Met3 routing:
Scale bar: 20 um.
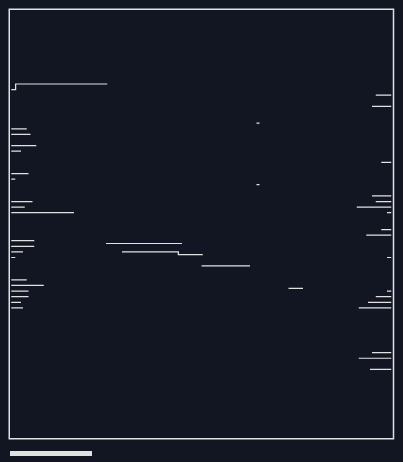
Cells colored by class:
Fill, decap, tap and diode cells in gray.
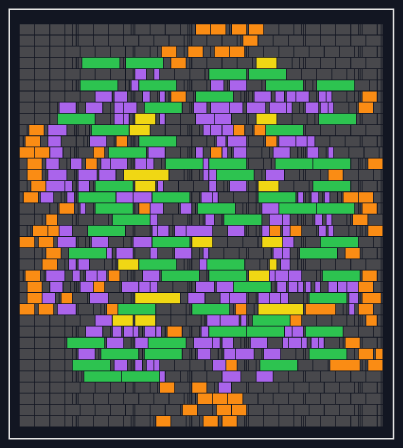
Placement view:
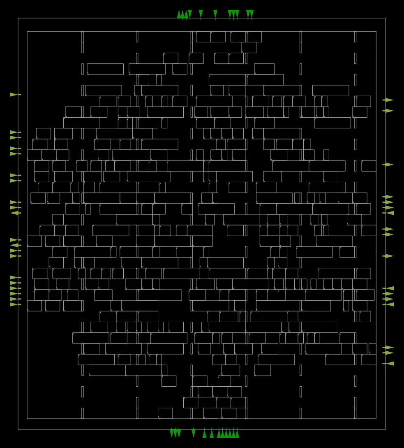
Wires at chosen ports, followed through buffers:
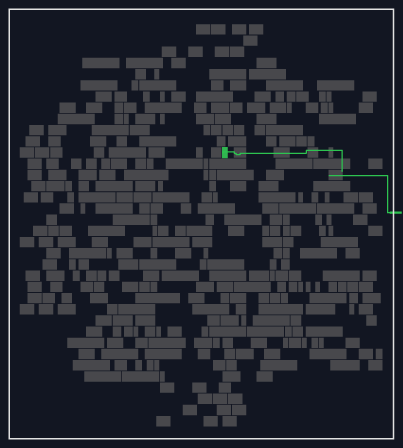
Met2 routing:
Cells faint in the background.
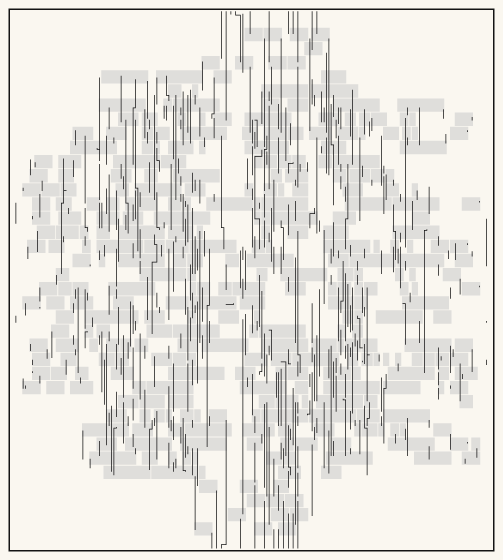
## config.mk

```make
export PLATFORM = sky130hd
export DESIGN_NAME = cla_pipelined_adder_flat
export DESIGN_NICKNAME = d
export VERILOG_FILES = /design/src/rtl/cla_pipelined_adder_if.sv /design/src/rtl/cla_pipelined_adder.sv /design/src/flat_wrapper.sv
export SDC_FILE = /design/constraint.sdc
export NUM_CORES = 1
export LEC_CHECK = 0
export CAP_MARGIN = 25
export CORE_AREA = 2 2 91 102
export DETAILED_ROUTE_END_ITERATION = 12
export DIE_AREA = 0 0 93 104
export PLACE_DENSITY = 0.61
export SYNTH_ARGS = -nofsm -noshare
export SYNTH_HDL_FRONTEND = slang
export SYNTH_SLANG_ARGS = --single-unit
```

## constraint.sdc

```tcl
create_clock -name clk -period 2.2 [get_ports clk]
set_clock_uncertainty 0.15 [all_clocks]
set_input_delay 0.44 -clock clk [delete_from_list [all_inputs] [get_ports clk]]
set_output_delay 0.44 -clock clk [all_outputs]
set_load 0.005 [all_outputs]
```

## src/rtl/cla_pipelined_adder_if.sv

```systemverilog
// Operand/result handshake bundle for cla_pipelined_adder.
// valid/ready: a beat transfers on a rising clk edge where valid & ready; the
// sender holds payload stable while valid & !ready; ready never depends on valid.
interface cla_pipelined_adder_if #(
   parameter int WIDTH = 16
);
   logic             in_valid;
   logic             in_ready;
   logic [WIDTH-1:0] a;
   logic [WIDTH-1:0] b;
   logic             cin;
   logic             sub;
   logic             out_valid;
   logic             out_ready;
   logic [WIDTH-1:0] s;
   logic             cout;
   logic             ovf;
   logic             P;
   logic             G;

   modport master (
      output in_valid, a, b, cin, sub, out_ready,
      input  in_ready, out_valid, s, cout, ovf, P, G
   );

   modport slave (
      input  in_valid, a, b, cin, sub, out_ready,
      output in_ready, out_valid, s, cout, ovf, P, G
   );
endinterface

```

## src/rtl/cla_pipelined_adder.sv

```systemverilog
// Two-stage pipelined carry-lookahead adder/subtractor built from 4-bit CLA
// groups; stage 1 registers bit and group P/G, stage 2 resolves carries and sums.
module cla_pipelined_adder #(
   parameter int WIDTH = 16,
   parameter int NGRP  = WIDTH / 4
) (
   input logic                  clk,
   input logic                  rst_n,
   cla_pipelined_adder_if.slave bus
);
   logic             advance1;
   logic             advance2;
   logic             v1_q, v1_d;
   logic             v2_q, v2_d;
   logic [WIDTH-1:0] p_q, p_d;
   logic [WIDTH-1:0] g_q, g_d;
   logic [NGRP-1:0]  gp_q, gp_d;
   logic [NGRP-1:0]  gg_q, gg_d;
   logic             c0_q, c0_d;
   logic [WIDTH-1:0] s_q, s_d;
   logic             cout_q, cout_d;
   logic             ovf_q, ovf_d;
   logic             pb_q, pb_d;
   logic             gb_q, gb_d;

   logic [WIDTH-1:0] b_eff;
   logic [WIDTH-1:0] pn;
   logic [WIDTH-1:0] gn;
   logic [WIDTH-1:0] gp_ext;
   logic [WIDTH-1:0] gg_ext;
   logic [NGRP:0]    cg;
   logic [WIDTH-1:0] cb;
   logic             g_blk;

   // Carry into position k of a chain starting at lo, as one flat sum of
   // products, so neither level ripples.
   function automatic logic carry_sop(input logic [WIDTH-1:0] pv,
                                      input logic [WIDTH-1:0] gv,
                                      input logic ci, input int lo, input int k);
      logic res;
      logic term;
      term = ci;
      for (int m = lo; m < k; m++) term = term & pv[m];
      res = term;
      for (int j = lo; j < k; j++) begin
         term = gv[j];
         for (int m = j + 1; m < k; m++) term = term & pv[m];
         res = res | term;
      end
      return res;
   endfunction

   assign advance2     = ~v2_q | bus.out_ready;
   assign advance1     = ~v1_q | advance2;
   assign bus.in_ready = advance1;

   always_comb begin
      b_eff = bus.sub ? ~bus.b : bus.b;
      pn    = bus.a ^ b_eff;
      gn    = bus.a & b_eff;
      v1_d  = advance1 ? bus.in_valid : v1_q;
      p_d   = p_q;
      g_d   = g_q;
      gp_d  = gp_q;
      gg_d  = gg_q;
      c0_d  = c0_q;
      if (bus.in_valid && advance1) begin
         p_d  = pn;
         g_d  = gn;
         c0_d = bus.sub | bus.cin;
         for (int k = 0; k < NGRP; k++) begin
            gp_d[k] = &pn[4*k +: 4];
            gg_d[k] = gn[4*k+3]
                    | (pn[4*k+3] & gn[4*k+2])
                    | (pn[4*k+3] & pn[4*k+2] & gn[4*k+1])
                    | (pn[4*k+3] & pn[4*k+2] & pn[4*k+1] & gn[4*k]);
         end
      end
   end

   always_comb begin
      gp_ext = {{(WIDTH-NGRP){1'b0}}, gp_q};
      gg_ext = {{(WIDTH-NGRP){1'b0}}, gg_q};
      cg     = '0;
      cb     = '0;
      for (int k = 0; k <= NGRP; k++) cg[k] = carry_sop(gp_ext, gg_ext, c0_q, 0, k);
      for (int i = 0; i < WIDTH; i++) cb[i] = carry_sop(p_q, g_q, cg[i/4], 4*(i/4), i);
      g_blk  = carry_sop(gp_ext, gg_ext, 1'b0, 0, NGRP);
      v2_d   = advance2 ? v1_q : v2_q;
      s_d    = s_q;
      cout_d = cout_q;
      ovf_d  = ovf_q;
      pb_d   = pb_q;
      gb_d   = gb_q;
      if (advance2 && v1_q) begin
         s_d    = p_q ^ cb;
         cout_d = cg[NGRP];
         ovf_d  = cb[WIDTH-1] ^ cg[NGRP];
         pb_d   = &gp_q;
         gb_d   = g_blk;
      end
   end

   always_ff @(posedge clk or negedge rst_n) begin
      if (!rst_n) begin
         v1_q   <= 1'b0;
         v2_q   <= 1'b0;
         p_q    <= '0;
         g_q    <= '0;
         gp_q   <= '0;
         gg_q   <= '0;
         c0_q   <= 1'b0;
         s_q    <= '0;
         cout_q <= 1'b0;
         ovf_q  <= 1'b0;
         pb_q   <= 1'b0;
         gb_q   <= 1'b0;
      end else begin
         v1_q   <= v1_d;
         v2_q   <= v2_d;
         p_q    <= p_d;
         g_q    <= g_d;
         gp_q   <= gp_d;
         gg_q   <= gg_d;
         c0_q   <= c0_d;
         s_q    <= s_d;
         cout_q <= cout_d;
         ovf_q  <= ovf_d;
         pb_q   <= pb_d;
         gb_q   <= gb_d;
      end
   end

   assign bus.out_valid = v2_q;
   assign bus.s         = s_q;
   assign bus.cout      = cout_q;
   assign bus.ovf       = ovf_q;
   assign bus.P         = pb_q;
   assign bus.G         = gb_q;
endmodule

```

## src/flat_wrapper.sv

```systemverilog
// flat-port wrapper written by rule: the top's interface ports become plain ports
module cla_pipelined_adder_flat 
#(
   parameter int WIDTH = 16,
   parameter int NGRP  = WIDTH / 4
)
  (clk, rst_n, bus_in_valid, bus_a, bus_b, bus_cin, bus_sub, bus_out_ready, bus_in_ready, bus_out_valid, bus_s, bus_cout, bus_ovf, bus_P, bus_G);
  cla_pipelined_adder_if #(.WIDTH(WIDTH)) bus_i ();
  input logic clk;
  input logic rst_n;
  input wire logic [$bits(bus_i.in_valid)-1:0] bus_in_valid;
  input wire logic [$bits(bus_i.a)-1:0] bus_a;
  input wire logic [$bits(bus_i.b)-1:0] bus_b;
  input wire logic [$bits(bus_i.cin)-1:0] bus_cin;
  input wire logic [$bits(bus_i.sub)-1:0] bus_sub;
  input wire logic [$bits(bus_i.out_ready)-1:0] bus_out_ready;
  output wire logic [$bits(bus_i.in_ready)-1:0] bus_in_ready;
  output wire logic [$bits(bus_i.out_valid)-1:0] bus_out_valid;
  output wire logic [$bits(bus_i.s)-1:0] bus_s;
  output wire logic [$bits(bus_i.cout)-1:0] bus_cout;
  output wire logic [$bits(bus_i.ovf)-1:0] bus_ovf;
  output wire logic [$bits(bus_i.P)-1:0] bus_P;
  output wire logic [$bits(bus_i.G)-1:0] bus_G;
  assign bus_i.in_valid = bus_in_valid;
  assign bus_i.a = bus_a;
  assign bus_i.b = bus_b;
  assign bus_i.cin = bus_cin;
  assign bus_i.sub = bus_sub;
  assign bus_i.out_ready = bus_out_ready;
  assign bus_in_ready = bus_i.in_ready;
  assign bus_out_valid = bus_i.out_valid;
  assign bus_s = bus_i.s;
  assign bus_cout = bus_i.cout;
  assign bus_ovf = bus_i.ovf;
  assign bus_P = bus_i.P;
  assign bus_G = bus_i.G;
  cla_pipelined_adder #(.WIDTH(WIDTH), .NGRP(NGRP)) u_core (.clk(clk), .rst_n(rst_n), .bus(bus_i));
endmodule
```

==> results.toml <==
# physical design summary
[final_layout]
fillers = 839
drive_gt1_frac = 0.221
n_multi_input_combinational_cell = 186
clockBufferCount = 12
nonClockBufferCount = 82
area.share.combinational = 0.349
antenna_cells_inserted = 0
layout.area.top_class = "flip-flops and latches"
number_of_nets_in_the_finished_design = 397
final-nonclk-buf-share = 0.192
clock_cell_area_share = 0.0634

[clocking]
clock_path_buffers = 2
tritoncts = "yes"
cts_resized = 0
post_cts_setup_buffer_count = 0
cts-buffers-inserted = 9
number_of_hold_buffers_added_after_cts = 1

[yosys]
synth-area-yosys_um2 = 2960
yosysTopAreaCell = "sky130_fd_sc_hd__dfrtp_1"
post_synth_xor_area_fraction = 0.0710
synthTopLogicFamily = "multiplexers"
netlist_top_cells_area = "sky130_fd_sc_hd__dfrtp_1, sky130_fd_sc_hd__mux2_2, sky130_fd_sc_hd__ha_1, sky130_fd_sc_hd__xor2_1, sky130_fd_sc_hd__nand2_1"
count_of_flip_flops_with_a_built_in_enable_after_synthesis = 0
synth.cellmix.compoundShare = 0.120
floorplan.nets = 313
top_cells_by_count = "sky130_fd_sc_hd__dfrtp_1, sky130_fd_sc_hd__mux2_2, sky130_fd_sc_hd__nand2_1"
yosys.cell_types.count = 32
yosys.area_share.simple = 0.0871
yosysCellCount = 255
netlist_area_pre_place_um2 = 2960
ys_warn_count = 0

[final_timing]
tightest_slew_ns = 0.362
fmaxAchievable_mhz = 477
final_hold_fails = 0
setup_viol = 0
timing.final.max_slew_violations = 0
rsz0062_at_grt = "false"

[grt]
antenna_found_initial = 0
grt_max_degree = 60
top_usage_layer = "met2"
first_pass_grt_wire_length_mm = 9.80
first_global_vias = 2082

[route]
detail-route-antenna-nets = 0
route.layer.met1.wl_mm = 2.78
routed_via_density = 4.65
routed.top_layer = "met4"
drt_pre_antenna_iters = 4

[die]
die.size.x_um = 93
fp_util = 0.342

[flow_run]
timing.max_cap.violations = 0

[outcome]
status = "completed"

[worst_setup_path]
critical_path.max_fanout = 4
cp-end-kind = "flip-flop"
criticalPathCategory = "flip-flop to flip-flop"
cp_num_buf_inv = 0
cp_slowest_stage_delay_ns = 0.41

[power]
dominant_power_group = "sequential cells"
power.sequential.total_mw = 1.55
p_int_mw = 2.91
clock_power_share = 0.320
power.clock.total_mw = 1.25
power.leakage_nw = 1.89
power_combinational_mw = 1.11
part_of_the_total_power_dissipated_in_combinational_logic = 0.284
About 'met3 routing':
wire length on this layer: 227 um
main direction: horizontal
nets with wire on the layer: 39
share of all routed wire: 3.9%
longest straight run: 22.1 um
number of vias in the routed layout: 2128
met3 demand-to-capacity share in global routing: 0.0283
wire length after detailed routing: 5.81 mm

About 'cells colored by class':
| class | color | cells | share of their area |
|---|---|---|---|
| combinational and other logic | purple | 187 | 36% |
| remaining buffers and delay cells | orange | 82 | 20% |
| clock drivers and dummy loads | yellow | 16 | 6.6% |
| sequential cells | green | 59 | 37% |
number of rows created at floorplan: 36
sequential cell area share: 0.360
post-route cell area: 4110 um2
Final Util: 0.475

About 'placement view':
flop count: 59
inserted tap cell count: 114
final cell count without fillers: 458
Core Area: 8650 um2

About 'wires at chosen ports, followed through buffers':
| port | color | bits | direction | edge | end cells | buffers | wire |
|---|---|---|---|---|---|---|---|
| bus_cin | green | 1 | input | east | 1 | 1 | 60.1 um |
tally of buffers added on design ports: 59
I/O pins: 60

About 'met2 routing':
wire length on this layer: 2750 um
main direction: vertical
met2 track demand over resource in global routing: 0.198

[metrics by stage]
| step | cell area, um2 | setup WS, ns | total power [mW] | TNS, ns | hold slack [ns] |
|---|---|---|---|---|---|
| 2_1_floorplan | 2960 | 0.111 | 2.11 | 0 | -0.00559 |
| 3_3_place_gp | 3820 | -0.113 | 2.68 | -0.442 | 0.311 |
| 3_5_place_dp | 3820 | -0.155 | 2.71 | -0.553 | 0.316 |
| 4_1_cts | 4100 | 0.0254 | 3.97 | 0 | 0.331 |
| 5_1_grt | 4110 | 0.00191 | 4.17 | 0 | 0.349 |
| 6_report | 4110 | 0.105 | 3.92 | 0 | 0.326 |
[registers in the layout, indices dropped and copies added (netlist names)]
name and count:
u_core.bus.ovf 1, u_core.gg_q 4, u_core.bus.s 16, u_core.gp_q 4, u_core.p_q 16, u_core.g_q 12, u_core.bus.P 1, u_core.bus.out_valid 1
u_core.v1_q 1, u_core.c0_q 1, u_core.bus.G 1, u_core.bus.cout 1
[path summary, 6_finish.rpt]
check                                startpoint                to  slack, ns  depth (start not counted)
worst min-delay path            u_core.bus.s[9]   u_core.bus.s[9]       0.33                          2
worst max-delay path                u_core.c0_q  u_core.bus.s[15]       0.11                          7
max in group asynchronous                 rst_n   u_core.bus.s[8]       1.14                          3
worst min register to register  u_core.bus.s[9]   u_core.bus.s[9]       0.33                          2
worst max register to register      u_core.c0_q  u_core.bus.s[15]       0.11                          7
min in group asynchronous                 rst_n  u_core.bus.s[14]       0.49                          3
[cells by family (layout without fill, tap and decap cells)]
kind of cell / after synthesis / after routing
AND/OR/NAND/NOR: 55 / 55
flip-flops: 59 / 59
buffers and inverters: 10 / 99
adder cells (fa/ha/maj): 20 / 20
multiplexers: 32 / 32
XOR/XNOR: 24 / 24
AND-OR/OR-AND: 55 / 55
Power figures rest on the tool's default switching activity, not on a simulated workload.
